**src/rtl/i2c_req_scheduler.sv**
```systemverilog
// Round-robin scheduler that funnels per-requester I2C byte transactions into a
// single byte-level master, with a WAIT watchdog that aborts a stuck transfer.
module i2c_req_scheduler #(
  parameter int NREQ           = 4,
  parameter int TIMEOUT_CYCLES = 1023
) (
  input  logic                 clk,
  input  logic                 rst,
  input  logic [NREQ-1:0]      req_valid,
  input  logic [NREQ-1:0]      req_rw,
  input  logic [7*NREQ-1:0]    req_addr,
  input  logic [8*NREQ-1:0]    req_wdata,
  output logic [NREQ-1:0]      req_ready,
  output logic [NREQ-1:0]      rsp_valid,
  output logic [7:0]           rsp_rdata,
  output logic [1:0]           rsp_err,
  output logic                 m_start,
  output logic                 m_rw,
  output logic [6:0]           m_addr,
  output logic [7:0]           m_wdata,
  output logic                 m_abort,
  input  logic                 m_busy,
  input  logic                 m_done,
  input  logic                 m_nack,
  input  logic [7:0]           m_rdata,
  output logic [2:0]           grant_id,
  output logic [2:0]           state
);

  localparam int CW = $clog2(TIMEOUT_CYCLES + 1);

  typedef enum logic [2:0] {
    IDLE  = 3'd0,
    ISSUE = 3'd1,
    WAIT  = 3'd2,
    RESP  = 3'd3
  } state_e;

  state_e          state_q, state_d;
  logic [2:0]      last_q, last_d, gid_q, gid_d;
  logic [CW-1:0]   cnt_q, cnt_d;
  logic [NREQ-1:0] rdy_q, rdy_d, rspv_q, rspv_d;
  logic [7:0]      rdata_q, rdata_d, wdata_q, wdata_d;
  logic [1:0]      err_q, err_d;
  logic            start_q, start_d, abort_q, abort_d, rw_q, rw_d;
  logic [6:0]      addr_q, addr_d;

  logic            found;
  logic [2:0]      win;

  // First valid requester strictly after the last grant, wrapping.
  always_comb begin
    found = 1'b0;
    win   = '0;
    for (int k = 1; k <= NREQ; k++) begin
      if (!found && req_valid[(int'(last_q) + k) % NREQ]) begin
        found = 1'b1;
        win   = 3'((int'(last_q) + k) % NREQ);
      end
    end
  end

  always_comb begin
    state_d = state_q;
    last_d  = last_q;
    gid_d   = gid_q;
    cnt_d   = cnt_q;
    rdy_d   = '0;
    rspv_d  = '0;
    rdata_d = rdata_q;
    err_d   = err_q;
    start_d = 1'b0;
    abort_d = 1'b0;
    rw_d    = rw_q;
    addr_d  = addr_q;
    wdata_d = wdata_q;
    case (state_q)
      IDLE: begin
        if (found) begin
          rdy_d   = NREQ'(1) << win;
          rw_d    = req_rw[win];
          addr_d  = req_addr[7*win +: 7];
          wdata_d = req_wdata[8*win +: 8];
          last_d  = win;
          gid_d   = win;
          state_d = ISSUE;
        end
      end
      ISSUE: begin
        if (!m_busy) begin
          start_d = 1'b1;
          cnt_d   = '0;
          state_d = WAIT;
        end
      end
      WAIT: begin
        // A completion on the final watchdog cycle still wins over the abort.
        if (m_done) begin
          err_d   = m_nack ? 2'b01 : 2'b00;
          rdata_d = (!m_nack && rw_q) ? m_rdata : 8'h00;
          state_d = RESP;
        end else if (cnt_q + 1'b1 == CW'(TIMEOUT_CYCLES)) begin
          abort_d = 1'b1;
          err_d   = 2'b10;
          rdata_d = 8'h00;
          state_d = RESP;
        end else begin
          cnt_d = cnt_q + 1'b1;
        end
      end
      RESP: begin
        rspv_d  = NREQ'(1) << gid_q;
        state_d = IDLE;
      end
      default: state_d = IDLE;
    endcase
  end

  always_ff @(posedge clk) begin
    if (rst) begin
      state_q <= IDLE;
      last_q  <= 3'(NREQ - 1);
      gid_q   <= '0;
      cnt_q   <= '0;
      rdy_q   <= '0;
      rspv_q  <= '0;
      rdata_q <= '0;
      err_q   <= '0;
      start_q <= 1'b0;
      abort_q <= 1'b0;
      rw_q    <= 1'b0;
      addr_q  <= '0;
      wdata_q <= '0;
    end else begin
      state_q <= state_d;
      last_q  <= last_d;
      gid_q   <= gid_d;
      cnt_q   <= cnt_d;
      rdy_q   <= rdy_d;
      rspv_q  <= rspv_d;
      rdata_q <= rdata_d;
      err_q   <= err_d;
      start_q <= start_d;
      abort_q <= abort_d;
      rw_q    <= rw_d;
      addr_q  <= addr_d;
      wdata_q <= wdata_d;
    end
  end

  assign req_ready = rdy_q;
  assign rsp_valid = rspv_q;
  assign rsp_rdata = rdata_q;
  assign rsp_err   = err_q;
  assign m_start   = start_q;
  assign m_abort   = abort_q;
  assign m_rw      = rw_q;
  assign m_addr    = addr_q;
  assign m_wdata   = wdata_q;
  assign grant_id  = gid_q;
  assign state     = state_q;

endmodule

```
**config.mk**
```make
export PLATFORM = sky130hd
export DESIGN_NAME = i2c_req_scheduler
export DESIGN_NICKNAME = d
export VERILOG_FILES = /design/src/rtl/i2c_req_scheduler.sv
export SDC_FILE = /design/constraint.sdc
export NUM_CORES = 1
export LEC_CHECK = 0
export ABC_AREA = 1
export CAP_MARGIN = 20
export CORE_MARGIN = 3
export CORE_UTILIZATION = 40
export CTS_CLUSTER_SIZE = 30
export DETAILED_ROUTE_END_ITERATION = 12
export GPL_ROUTABILITY_DRIVEN = 1
export PLACE_DENSITY = 0.82
export SLEW_MARGIN = 10
export SYNTH_ARGS = -nofsm -noshare
export SYNTH_HDL_FRONTEND = slang
export SYNTH_SLANG_ARGS = --single-unit
```
**constraint.sdc**
```tcl
create_clock -name clk -period 2.3 [get_ports clk]
set_clock_uncertainty 0.05 [all_clocks]
set_input_delay 0.69 -clock clk [delete_from_list [all_inputs] [get_ports clk]]
set_output_delay 0.69 -clock clk [all_outputs]
set_load 0.005 [all_outputs]
```
==> run_1/layer_met1.png <==
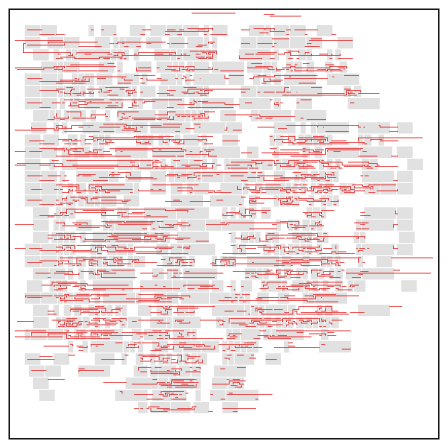
longest straight run	30.8 um
share of all routed wire	40%
main direction	horizontal
via count: 3,695
grt met1 use: 0.251
Post-Route WL: 10,000 um

==> run_1/layer_met2.png <==
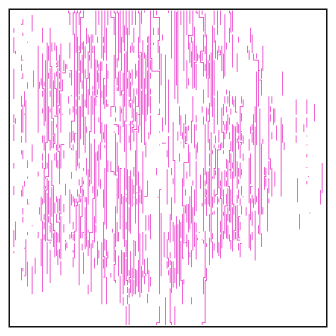
share of all routed wire	51%
longest straight run	39.1 um
main direction	vertical
met2 Usage GRT: 0.372

==> run_1/layer_met3.png <==
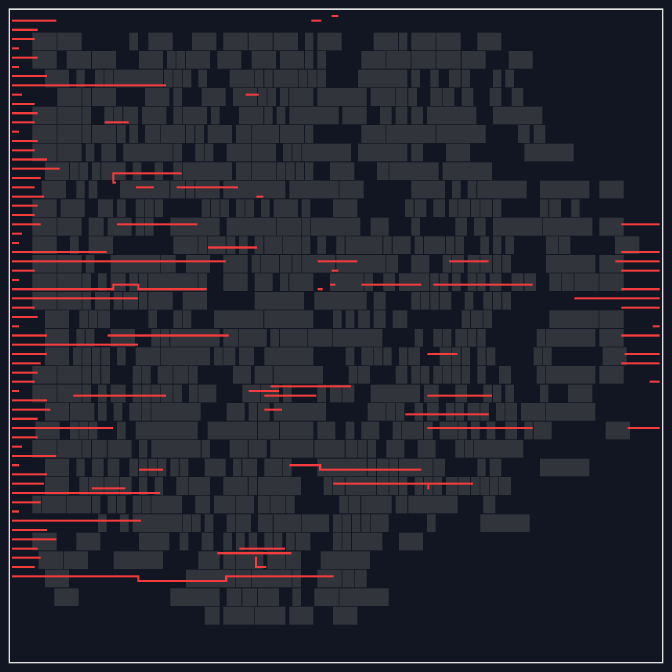
share of all routed wire	7.2%
wire length on this layer	717 um
main direction	horizontal
longest straight run	31.1 um
nets with wire on the layer	99

==> run notes, run 1 <==
flow finished, numbers: status=complete, no violations, RSZ-0062 raised after global routing=no, CTS root buf=clkbuf_8, cell accounting for the most synthesized area=dfxtp_1, comb area leader=simple AND/OR/NAND/NOR gates, yosys stat area=3220 um^2, Largest register FFs=10, Ys Warns=0, number of synthesized flops with an enable pin=0, Reg area=around 1000 um^2, htree depth=2, area of the multi-input gates=about 1900 um^2, met2 WL=5130 um, nature of the critical path startpoint=flop, layout cell share with drive strength beyond 1=0.132, Comb gates=between 300 and 400, register share of total power=0.215, DR top layer=met4, Clock Network Area Fraction=0.0194, fin. max-slew vios=0, Crit path required time=about 2.5 ns, Pwr Density=1380 nW/um^2, switching portion of total power=0.487, DRC errors left=0, logic share of the area=0.399, Die Wd=95.7 um, synthesized cell area=3220 um^2, final core occ=0.623, Ports=123, most frequent cells after synthesis=nand2_1, nor2_1, dfxtp_1, nand3_1, inv_1, deepest clock path buffer count=2, largest net degree at the start of global routing=24, Adder-Cell Fraction of Synth Area=0.0233, total power=6.69 mW, flip-flops=52, # Taps=between 100 and 150, FP Core Util=0.415, sw power=3.26 mW, DR WL/cell=roughly 14 um, Num CTS Buffers=5, Mux area share=0, Pint=between 3 and 4 mW, Tcrit/Tclk final=0.926, crit path max-delay cell type=dfxtp_2, Placed Cells=725, Top Consumer=combinational cells, CTS tree=yes, First-pass DRT Iterations=5, ant diodes=0, FF+latch count, synth=52, critical path data arrival time=2.30 ns, critical path's top delay family=simple AND/OR/NAND/NOR gates, met3 routed WL=717 um, row cnt=32, Buf+Inv Stages, Crit Path=1, Placed Area=4610 um^2, clock sink total=52, Critical path destination=cnt_q[2], clock latency on the worst-skew pair=0.31 ns, Mapped Avg Cell Area=6.39 um^2, combinational share of power=0.701, worst path cell trace=ha_2 > nand2_1 > nor2_1 > nand2_1 > nand2_1 > nand2_1 > nor3_1 > nand3_1 > buf_4 > a21oi_1 > nor2_1, Simple Share, Synth=0.491, Remaining Overflow, GRT=0, GP Congestion=0.860, vias in the first global route=3,406, r2r worst-path depth=11, combinational power=between 4 and 5 mW
==> run 2: changes to the inputs <==
- SKIP_LAST_GASP: default -> 1
==> run_2/flops_by_reg.png <==
The bar under the picture is 20 um long. Other sequential cells in the stronger grey, the rest of the logic in the fainter grey.
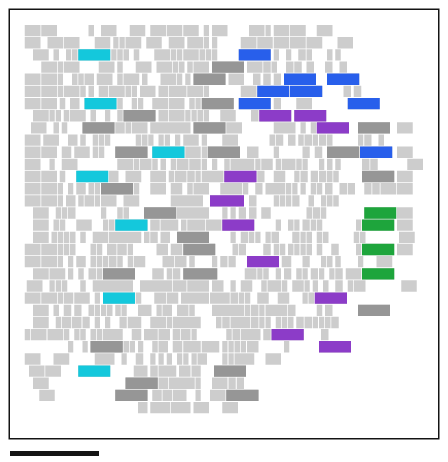
colour	name in the netlist	flops
purple	cnt_q	10
green	rsp_valid	4
blue	rsp_rdata	8
cyan	m_addr	7
not coloured	23
final core occ: 0.623
Seq group: 1.44 mW
Seq/total area: 0.216

==> run_2/layer_met3.png <==
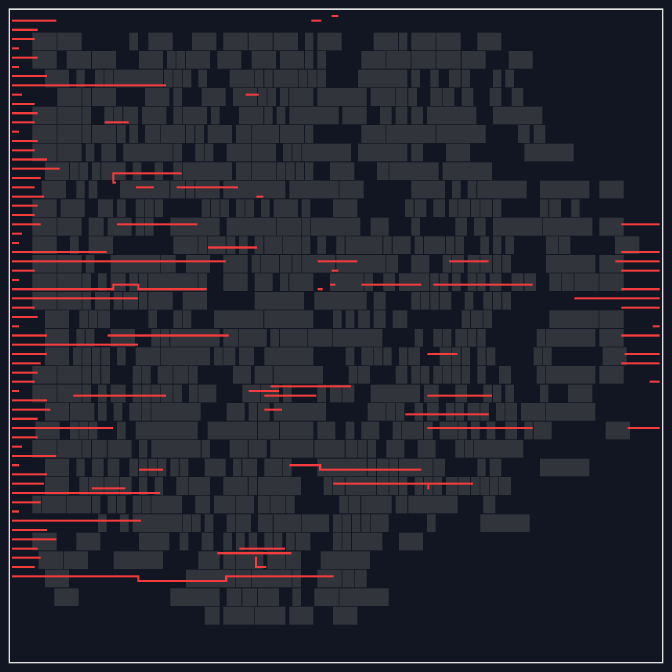
nets with wire on the layer	99
longest straight run	31.1 um

==> run 2 against run 1 <==
First-iteration DRC count unchanged. Worst hold slack unchanged. Worst setup slack unchanged. Area after synthesis unchanged. Via count unchanged. Critical path type unchanged. Largest power group unchanged.
==> run notes, run 2 <==
flow finished, numbers: met3 routed WL=717 um, Pint=~3.4 mW, Top Consumer=combinational cells, first-pass GRT wire length=15,200 um, DR top layer=met4, critical path data arrival time=2.30 ns, Post-Route WL=10,000 um, number of synthesized flops with an enable pin=0, Largest register FFs=10, Compound Share, Synth=0.0594, Cells after Synth=504, Comb gates=391, FF+latch count, synth=52, worst path cell trace=ha_2 > nand2_1 > nor2_1 > nand2_1 > nand2_1 > nand2_1 > nor3_1 > nand3_1 > buf_4 > a21oi_1 > nor2_1, clock sink total=52, GP Congestion=0.860, Crit path required time=approximately 2.5 ns, logic share of the area=0.399, most frequent cells after synthesis=nand2_1, nor2_1, dfxtp_1, nand3_1, inv_1, yosys xor share=0.00816, RSZ-0062 raised after global routing=no, layout cell share with drive strength beyond 1=0.132, largest net degree at the start of global routing=24, CTS tree=yes, nature of the critical path startpoint=flop, DR WL/cell=13.6 um, Buf+Inv Stages, Crit Path=1, Placed Cells=725, critical path's top delay family=simple AND/OR/NAND/NOR gates, First-pass DRT Iterations=5, FP Core Util=0.415, sw power=3.26 mW, Critical path destination=cnt_q[2], Distinct cells, synth=35, Ports=123, status=complete, no violations, grt met1 use=0.251, Worst path depth=11, Simple Share, Synth=0.491, # Taps=roughly 100, Ys Warns=0, post-synth top area share=0.323, Mapped Avg Cell Area=6.39 um^2, ant diodes=0, row cnt=32, Num CTS Buffers=5, Reg area=approximately 1000 um^2, Mux area share=0, CTS root buf=clkbuf_8, hold depth=2, yosys stat area=between 3000 and 4000 um^2, total power=6.69 mW, flip-flops=52, synthesized cell area=3220 um^2, Tcrit/Tclk final=0.926, Clock Network Area Fraction=0.0194, comb area leader=simple AND/OR/NAND/NOR gates, DRC errors left=0, Die Wd=95.7 um, tally of OpenROAD warnings=30, Remaining Overflow, GRT=0, deepest clock path buffer count=2, combinational power=4.69 mW, Adder-Cell Fraction of Synth Area=0.0233, Non-Clock Buffer Count=147, cell accounting for the most synthesized area=dfxtp_1, via count=3,695, Biggest register=cnt_q, switching portion of total power=0.487, met2 Usage GRT=0.372, fin. max-slew vios=0, combinational share of power=0.701, crit path max-delay cell type=dfxtp_2, register share of total power=0.215, r2r worst-path depth=11, Placed Area=4610 um^2, area of the multi-input gates=1930 um^2, met2 WL=5130 um, Pwr Density=1380 nW/um^2, htree depth=2, vias in the first global route=3,406, clock latency on the worst-skew pair=0.31 ns
==> run_2/layer_met1.png <==
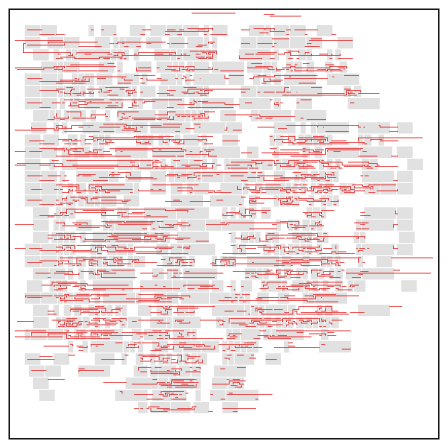
longest straight run	30.8 um
wire length on this layer	4,000 um
main direction	horizontal

Power is estimated from default activity; no workload was simulated.
